--- config.mk ---
export PLATFORM = sky130hd
export DESIGN_NAME = vga_timing_gen
export DESIGN_NICKNAME = d
export VERILOG_FILES = /design/src/rtl/vga_pkg.sv /design/src/rtl/vga_pixel_ce.sv /design/src/rtl/vga_timing_gen.sv
export SDC_FILE = /design/constraint.sdc
export NUM_CORES = 1
export LEC_CHECK = 0
export ABC_AREA = 1
export CAP_MARGIN = 20
export CORE_MARGIN = 3
export CORE_UTILIZATION = 40
export DETAILED_ROUTE_END_ITERATION = 10
export SETUP_SLACK_MARGIN = 0.2
export SKIP_LAST_GASP = 1
export SLEW_MARGIN = 20
export SYNTH_ARGS = -nofsm -noshare
export SYNTH_HDL_FRONTEND = slang
export SYNTH_HIERARCHICAL = 1
export SYNTH_SLANG_ARGS = --single-unit
--- constraint.sdc ---
create_clock -name clk -period 3.9 [get_ports clk]
set_input_delay 0.78 -clock clk [delete_from_list [all_inputs] [get_ports clk]]
set_output_delay 0.78 -clock clk [all_outputs]
set_load 0.02 [all_outputs]
--- src/rtl/vga_pkg.sv ---
// Shared VGA timing description and elaboration-time helpers for the raster
// timing generator.
package vga_pkg;

  typedef struct packed {
    logic [15:0] h_active;
    logic [15:0] h_fp;
    logic [15:0] h_sync;
    logic [15:0] h_bp;
    logic [15:0] v_active;
    logic [15:0] v_fp;
    logic [15:0] v_sync;
    logic [15:0] v_bp;
  } vga_timing_t;

  localparam vga_timing_t VGA_640x480 = '{
    h_active: 16'd640, h_fp: 16'd16, h_sync: 16'd96, h_bp: 16'd48,
    v_active: 16'd480, v_fp: 16'd10, v_sync: 16'd2,  v_bp: 16'd33
  };

  function automatic int h_total(input vga_timing_t t);
    return int'(t.h_active) + int'(t.h_fp) + int'(t.h_sync) + int'(t.h_bp);
  endfunction

  function automatic int v_total(input vga_timing_t t);
    return int'(t.v_active) + int'(t.v_fp) + int'(t.v_sync) + int'(t.v_bp);
  endfunction

  // First pixel column of zone k; thresholds are constants, so no divider is built.
  function automatic int zone_lo(input int k, input int h_active, input int zones);
    return (k * h_active) / zones;
  endfunction

endpackage

--- src/rtl/vga_pixel_ce.sv ---
// Pixel-rate divider: produces the per-pixel advance, the registered pix_ce
// strobe and the DAC pixel clock.
module vga_pixel_ce #(
  parameter int CLK_DIV = 2
) (
  input  logic clk,
  input  logic reset,
  input  logic enable,
  output logic advance,
  output logic pix_ce,
  output logic clock_vga
);

  localparam int DW = (CLK_DIV > 1) ? $clog2(CLK_DIV) : 1;
  localparam logic [DW-1:0] DIV_LAST = DW'(CLK_DIV - 1);
  localparam logic [DW-1:0] DIV_HALF = DW'(CLK_DIV / 2);

  logic [DW-1:0] div;
  logic [DW-1:0] div_next;

  assign advance = enable && (div == DIV_LAST);

  always_comb begin
    div_next = div;
    if (advance)
      div_next = '0;
    else if (enable)
      div_next = div + 1'b1;
  end

  // Outputs decode the next divider value so they line up with the counters.
  always_ff @(posedge clk) begin
    if (reset) begin
      div       <= '0;
      pix_ce    <= 1'b0;
      clock_vga <= 1'b0;
    end else begin
      div       <= div_next;
      pix_ce    <= enable && (div_next == DIV_LAST);
      clock_vga <= (div_next >= DIV_HALF);
    end
  end

endmodule

--- src/rtl/vga_timing_gen.sv ---
// Parametrised VGA raster timing generator: h/v counters, sync/blank/zone
// decode, line/frame strobes and a completed-frame counter.
module vga_timing_gen
  import vga_pkg::*;
#(
  parameter int H_ACTIVE = int'(VGA_640x480.h_active),
  parameter int H_FP     = int'(VGA_640x480.h_fp),
  parameter int H_SYNC   = int'(VGA_640x480.h_sync),
  parameter int H_BP     = int'(VGA_640x480.h_bp),
  parameter int V_ACTIVE = int'(VGA_640x480.v_active),
  parameter int V_FP     = int'(VGA_640x480.v_fp),
  parameter int V_SYNC   = int'(VGA_640x480.v_sync),
  parameter int V_BP     = int'(VGA_640x480.v_bp),
  parameter bit HS_POL   = 1'b0,
  parameter bit VS_POL   = 1'b0,
  parameter int CLK_DIV  = 2,
  parameter int ZONES    = 4,
  localparam vga_timing_t TIMING = '{
    h_active: 16'(H_ACTIVE), h_fp: 16'(H_FP), h_sync: 16'(H_SYNC), h_bp: 16'(H_BP),
    v_active: 16'(V_ACTIVE), v_fp: 16'(V_FP), v_sync: 16'(V_SYNC), v_bp: 16'(V_BP)
  },
  localparam int H_TOTAL = h_total(TIMING),
  localparam int V_TOTAL = v_total(TIMING),
  localparam int HW      = $clog2(H_TOTAL),
  localparam int VW      = $clog2(V_TOTAL),
  localparam int ZW      = (ZONES > 1) ? $clog2(ZONES) : 1
) (
  input  logic          clk,
  input  logic          reset,
  input  logic          enable,
  output logic          vga_hs,
  output logic          vga_vs,
  output logic          vga_blank_n,
  output logic          clockVGA,
  output logic          pix_ce,
  output logic [HW-1:0] pix_x,
  output logic [VW-1:0] pix_y,
  output logic [ZW-1:0] zone,
  output logic          line_start,
  output logic          frame_start,
  output logic [15:0]   frame_count
);

  logic          advance;
  logic          h_wrap;
  logic          v_wrap;
  logic [HW-1:0] h_cnt;
  logic [HW-1:0] h_next;
  logic [VW-1:0] v_cnt;
  logic [VW-1:0] v_next;
  logic          h_act;
  logic          v_act;
  logic          hs_on;
  logic          vs_on;
  logic [ZW-1:0] zone_next;
  logic [15:0]   frame_cnt;

  vga_pixel_ce #(.CLK_DIV(CLK_DIV)) u_pixel_ce (
    .clk       (clk),
    .reset     (reset),
    .enable    (enable),
    .advance   (advance),
    .pix_ce    (pix_ce),
    .clock_vga (clockVGA)
  );

  assign h_wrap = advance && (h_cnt == HW'(H_TOTAL - 1));
  assign v_wrap = h_wrap && (v_cnt == VW'(V_TOTAL - 1));

  always_comb begin
    h_next = h_cnt;
    v_next = v_cnt;
    if (advance)
      h_next = h_wrap ? '0 : h_cnt + 1'b1;
    if (h_wrap)
      v_next = v_wrap ? '0 : v_cnt + 1'b1;
  end

  assign h_act = (h_next < HW'(H_ACTIVE));
  assign v_act = (v_next < VW'(V_ACTIVE));
  assign hs_on = (h_next >= HW'(H_ACTIVE + H_FP)) && (h_next < HW'(H_ACTIVE + H_FP + H_SYNC));
  assign vs_on = (v_next >= VW'(V_ACTIVE + V_FP)) && (v_next < VW'(V_ACTIVE + V_FP + V_SYNC));

  // Thresholds ascend with k, so the last one passed names the zone.
  always_comb begin
    zone_next = '0;
    for (int k = 1; k < ZONES; k++)
      if (h_next >= HW'(zone_lo(k, H_ACTIVE, ZONES)))
        zone_next = ZW'(k);
    if (!(h_act && v_act))
      zone_next = '0;
  end

  always_ff @(posedge clk) begin
    if (reset) begin
      h_cnt       <= '0;
      v_cnt       <= '0;
      vga_hs      <= !HS_POL;
      vga_vs      <= !VS_POL;
      vga_blank_n <= 1'b0;
      zone        <= '0;
      line_start  <= 1'b0;
      frame_start <= 1'b0;
      frame_cnt   <= '0;
    end else begin
      h_cnt       <= h_next;
      v_cnt       <= v_next;
      vga_hs      <= hs_on ? HS_POL : !HS_POL;
      vga_vs      <= vs_on ? VS_POL : !VS_POL;
      vga_blank_n <= h_act && v_act;
      zone        <= zone_next;
      line_start  <= h_wrap;
      frame_start <= v_wrap;
      if (v_wrap)
        frame_cnt <= frame_cnt + 16'd1;
    end
  end

  assign pix_x       = h_cnt;
  assign pix_y       = v_cnt;
  assign frame_count = frame_cnt;

endmodule

==> images/ff_map.png <==
The bar under the picture is 20 um long.
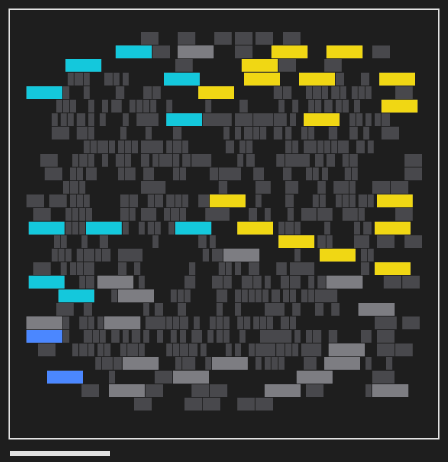
[cyan] pix_y | placed flops: 10
[blue] zone | placed flops: 2
[yellow] frame_count | placed flops: 16
not colored: 17

==> images/congestion_map.png <==
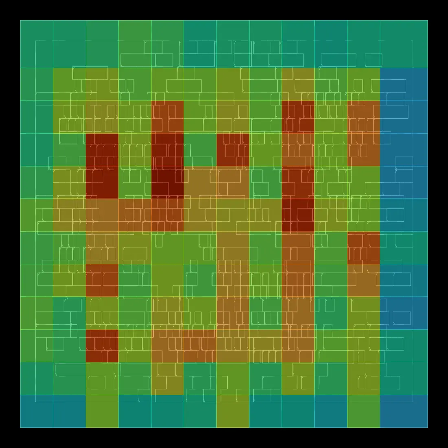
Util after Layout: 52.73%
WL/cell: 12.44 um

==> impl_metrics.tcl <==
# collected from the flow reports
set metrics [dict create \
    max_slew_margin_pct 55.91 \
    cts_root_buffer "clkbuf_8" \
    rr_worst_depth 12 \
    fin_area_mm2 0.003196 \
    n_antenna_cell 0 \
    syn_inst 396 \
    power_leader "sequential cells" \
    hold_buffers 0 \
    drt-total-wl_mm 6.508 \
    crit_chain "clkdlybuf4s50_1 -> ha_1 -> nand2_1 -> inv_1 -> nand2_1 -> nor2_2 -> nand2_1 -> inv_2 -> nand2_2 -> nand3_1 -> nand2_1 -> nor2_1 -> nand3_1" \
    crit_fanout 11 \
    rsz0062_at_grt "false" \
    placed_area_mm2 0.003105 \
    synth.top_cell.area_share_pct 35.24 \
    route.met2.wl_mm 3.006 \
    detail-route-antenna-nets 0 \
    top_cells_by_count "nand2_1, nor2_1, inv_1" \
    rrSetupSlack_ps 1840 \
    hold_class "flip-flop to flip-flop" \
    placedCellCount 515 \
    p_comb_uw 32.6 \
    critical_path.max_stage_delay_ps 490 \
    drtPass1Iterations 4 \
    path_delay_family "simple AND/OR/NAND/NOR gates" \
    ys_ff 45 \
    combGateArea_mm2 0.001418 \
    grt_util_met2_pct 30.13 \
    grt_max_degree 19 \
    routed_via_density 4.973 \
    busiest_layer "met2" \
    clk_path_buf_depth 2 \
    grt_overflow_total 0 \
    status "finished, final reports clean" \
    finalNonFillerCells 523 \
    p_clk_share_pct 37.8 \
    holdPathStages 2 \
    hold_start "frame_count[15]$_SDFFE_PP0P_" \
    finalSetupViolations 0 \
]
[per-stage QoR]
stage	worst slack (ps)	util [%]	hold WS [ps]	total power, uW
after floorplan	1856	-	550.9	495.3
after global placement	959.7	51.24	487.8	508.9
after detailed placement	910.2	51.24	496.7	508.8
after CTS	1236	52.73	511.0	809.9
after global routing	987.7	52.73	545.2	836.2
final	1243	52.73	507.3	799.3
[final cells by class]
type	instances	share of cell area (%)
Clock buffer	5	2.153
Sequential cell	45	28.19
Inverter	57	6.735
Clock inverter	3	0.6656
Multi-Input combinational cell	290	44.36
Tap cell	75	2.937
Timing Repair Buffer	48	14.96
[logic make-up after synthesis]
logic type	synth area share [%]
xor gates and xnor gates	2.056
DFF	35.24
adders and majority gates	2.937
and+or+nand+nor	44.49
AOI/OAI and AO/OA	5.972
buffers and inverters	9.300
Power is estimated from default activity; no workload was simulated.
